### Metal 2

Drawn at 3 px/um. Cells faint in the background.
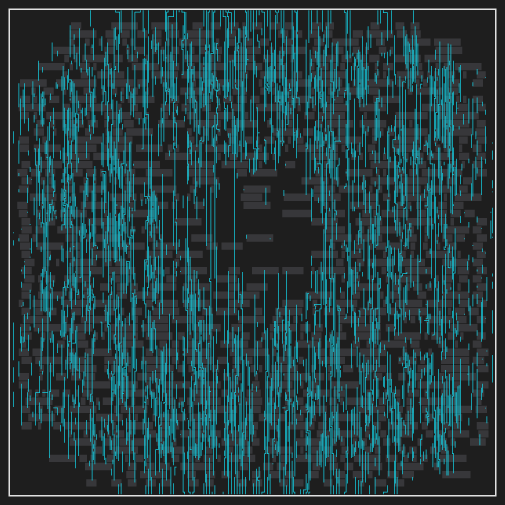
### Placed cells, one colour a class

Drawn at 2 px/um. Fill, decap, tap and diode cells in grey.
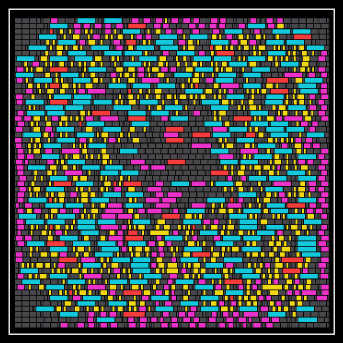
### Clock wiring as the flow saved it

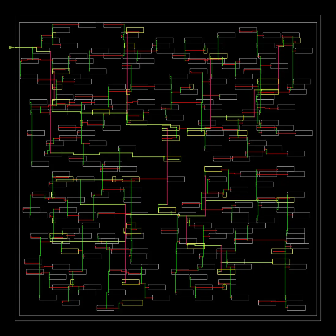
### Clock network drawn from the DEF

Drawn at 3 px/um.
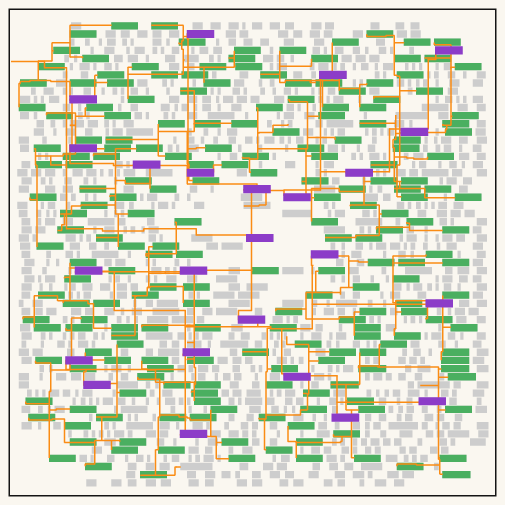
**src/rtl/pipe_skid_reg.sv**
```systemverilog
// Two-entry pipeline skid register (main M + skid S) with registered handshake outputs
// and a saturating counter of back-pressured cycles.
module pipe_skid_reg #(
    parameter int DATA_W = 96,
    parameter int CNT_W  = 16
) (
    input  logic              clk,
    input  logic              rst_n,
    input  logic              flush,
    input  logic              in_valid,
    output logic              in_ready,
    input  logic [DATA_W-1:0] in_data,
    output logic              out_valid,
    input  logic              out_ready,
    output logic [DATA_W-1:0] out_data,
    output logic [1:0]        occupancy,
    input  logic              cnt_clr,
    output logic [CNT_W-1:0]  stall_cnt
);

    typedef enum logic [1:0] {
        EMPTY = 2'd0,
        ONE   = 2'd1,
        TWO   = 2'd2
    } state_t;

    state_t            state_q, state_d;
    logic [DATA_W-1:0] m_q, m_d;
    logic [DATA_W-1:0] s_q, s_d;
    logic [CNT_W-1:0]  cnt_q, cnt_d;
    logic              in_fire, out_fire;

    // Handshake outputs come straight from state/M so no input reaches an output combinationally
    assign out_valid = (state_q != EMPTY);
    assign in_ready  = (state_q != TWO);
    assign out_data  = m_q;
    assign occupancy = state_q;
    assign stall_cnt = cnt_q;

    assign in_fire  = in_valid & in_ready;
    assign out_fire = out_valid & out_ready;

    always_comb begin
        state_d = state_q;
        m_d     = m_q;
        s_d     = s_q;
        if (flush) begin
            state_d = EMPTY;
            m_d     = '0;
            s_d     = '0;
        end else begin
            case (state_q)
                EMPTY: begin
                    if (in_fire) begin
                        m_d     = in_data;
                        state_d = ONE;
                    end
                end
                ONE: begin
                    if (in_fire && out_fire) begin
                        m_d = in_data;
                    end else if (in_fire) begin
                        s_d     = in_data;
                        state_d = TWO;
                    end else if (out_fire) begin
                        state_d = EMPTY;
                    end
                end
                TWO: begin
                    if (out_fire) begin
                        m_d     = s_q;
                        state_d = ONE;
                    end
                end
                default: begin
                    state_d = EMPTY;
                end
            endcase
        end
    end

    // Stall counter is independent of flush; clear beats increment, and it sticks at all-ones
    always_comb begin
        cnt_d = cnt_q;
        if (cnt_clr) begin
            cnt_d = '0;
        end else if (out_valid && !out_ready && (cnt_q != {CNT_W{1'b1}})) begin
            cnt_d = cnt_q + 1'b1;
        end
    end

    always_ff @(posedge clk or negedge rst_n) begin
        if (!rst_n) begin
            state_q <= EMPTY;
            m_q     <= '0;
            s_q     <= '0;
            cnt_q   <= '0;
        end else begin
            state_q <= state_d;
            m_q     <= m_d;
            s_q     <= s_d;
            cnt_q   <= cnt_d;
        end
    end

endmodule

```
**config.mk**
```make
export PLATFORM = sky130hd
export DESIGN_NAME = pipe_skid_reg
export DESIGN_NICKNAME = d
export VERILOG_FILES = /design/src/rtl/pipe_skid_reg.sv
export SDC_FILE = /design/constraint.sdc
export NUM_CORES = 1
export LEC_CHECK = 0
export CELL_PAD_IN_SITES_DETAIL_PLACEMENT = 1
export CELL_PAD_IN_SITES_GLOBAL_PLACEMENT = 1
export CORE_MARGIN = 2
export CORE_UTILIZATION = 38
export DETAILED_ROUTE_END_ITERATION = 8
export HOLD_SLACK_MARGIN = 0.08
export PLACE_DENSITY = 0.76
export SYNTH_ARGS = -nofsm -noshare
export SYNTH_HDL_FRONTEND = slang
export SYNTH_SLANG_ARGS = --single-unit
```
**constraint.sdc**
```tcl
create_clock -name clk -period 1.9 [get_ports clk]
set_input_delay 0.57 -clock clk [delete_from_list [all_inputs] [get_ports clk]]
set_output_delay 0.57 -clock clk [all_outputs]
set_load 0.03 [all_outputs]
```
==> reports/metrics.cfg <==
[timing]
setup_tns_ns=-0.1824
layout_setup_ws_ns=-0.08242
setup_viol=5
worst-slew-pin-transition_ns=0.5125
final_period_util_pct=104.3
rel_slew_slack_pct=65.83

[logic_synthesis]
numSynthFlops=210
ys_chip_area_mm2=0.009449
synth_area_mm2=0.009449

[floorplan]
die.size.y_um=161.7

[cts]
cts_htree_levels=1

[critical_path]
worst_ep_required_time_ns=1.33
reg2reg_slack_ns=-0.03
critPathSlowestCell=dfrtp_1
worst_r2r_startpoint=occupancy[1]
critical_path_buf_inv_count=3
critPathCapture=in_ready
critical-path-max-stage-delay_ns=0.39

[detailed_routing]
routed_wire_length_per_instance_um=19.68
topRoutingLayerUsed=met5
wl_met3_um=1446

[finish]
layout.core_utilization_pct=55.69
post-route-cell-area_mm2=0.01358
logic_area_mm2=0.003857

[placed_design]
buffer_ports.inserted=217

[power_and_ir_drop]
total_power_mw=11.64

[run_status]
violations=negative setup slack
run_status=finished, violations left

[global_routing]
grt_pass1_wl_um=44910
grt_use_met1_pct=27.28
antenna_found_initial=2

[hold_path]
hold-path-endpoint=out_data[1]
min_path_cells=2

[job]
max_cap_violations=0

Notes on 'Metal 2' above:
longest straight run = 94.2 um
wire length on this layer = 15,300 um
main direction = vertical
nets with wire on the layer = 1,156
final wirelength: 30,350 um
Global Route met2 Usage: 36.71%

Notes on 'Placed cells, one colour a class' above:
remaining logic cells -> yellow  # cells 664, share of their area 29%
registers -> cyan  # cells 210, share of their area 40%
clock drivers and dummy loads -> red  # cells 44, share of their area 6.3%
remaining buffers and delay cells -> magenta  # cells 299, share of their area 24%

Notes on 'Clock wiring as the flow saved it' above:
final-layout clock buffer total: 31
source-to-sink clock delay at the later pin of the worst-skew pair: 0.51 ns

Notes on 'Clock network drawn from the DEF' above:
clock-net drivers -> purple  # count 24
clock wires -> orange  # length 3,030 um
flip-flops -> green  # count 210
routed clock nets = 25

## cells in the mapped netlist
library cell and n:
nand2_1 293, dfrtp_1 210, a21oi_1 111, o31ai_1 103, mux2i_1 97, clkbuf_1 38, buf_2 36, or4_1 7
or3_1 6, nand3_1 5, nand4_1 5, o21ai_1 4, inv_1 3, nand2b_1 3, nor2_1 3, nor2b_1 3
and3_1 2, buf_1 2, a221oi_2 1, a2bb2oi_1 1, and2_1 1, and3_2 1, and4_1 1, buf_4 1
buf_6 1, clkbuf_4 1, ha_1 1, nand2_2 1, nand4_2 1, nor4_2 1, o211ai_1 1, o21ai_0 1
o21ba_4 1, o31a_1 1, o41ai_1 1, o41ai_4 1, or2_2 1, or3_4 1, xnor2_1 1, xor2_1 1
## logic make-up (layout without fill, tap and decap cells)
logic type,Yosys count,in the layout,share of synthesized area (%)
simple gates,335,335,14.59
compound gates,226,226,15.31
flops,210,210,55.61
other cells,0,1,0
fa+ha+maj,1,1,0.1324
mux,97,97,10.28
xor+xnor,2,2,0.1854
buf+inv,82,346,3.893
## timing repair
action,in CTS,in global routing
resized,173,38
cloned,0,16
endpoints found under the hold margin,31,0
hold buffers,1,0
endpoints found under the setup margin,116,64
setup buffers,2,6
pin swaps,0,2
## report_power, final
group	total [mW]	leakage, nW	switching (mW)	internal (mW)
logic	1.92	2.53	1.12	0.803
clock network	4.87	0.421	1.91	2.95
registers	4.85	2.82	0.146	4.70
total	11.6	5.77	3.18	8.46
## layout make-up
type                            count  share of cell area [%]
Inverter                            3                 0.08290
Clock buffer                       31                   5.066
Sequential cell                   210                   38.74
Tap cell                          324                   2.985
Timing Repair Buffer              299                   23.67
Clock inverter                     13                   1.032
Multi-Input combinational cell    661                   28.40
Antenna cell                        1                 0.01842
No activity file was given, so power comes from the tool's default toggle rates.
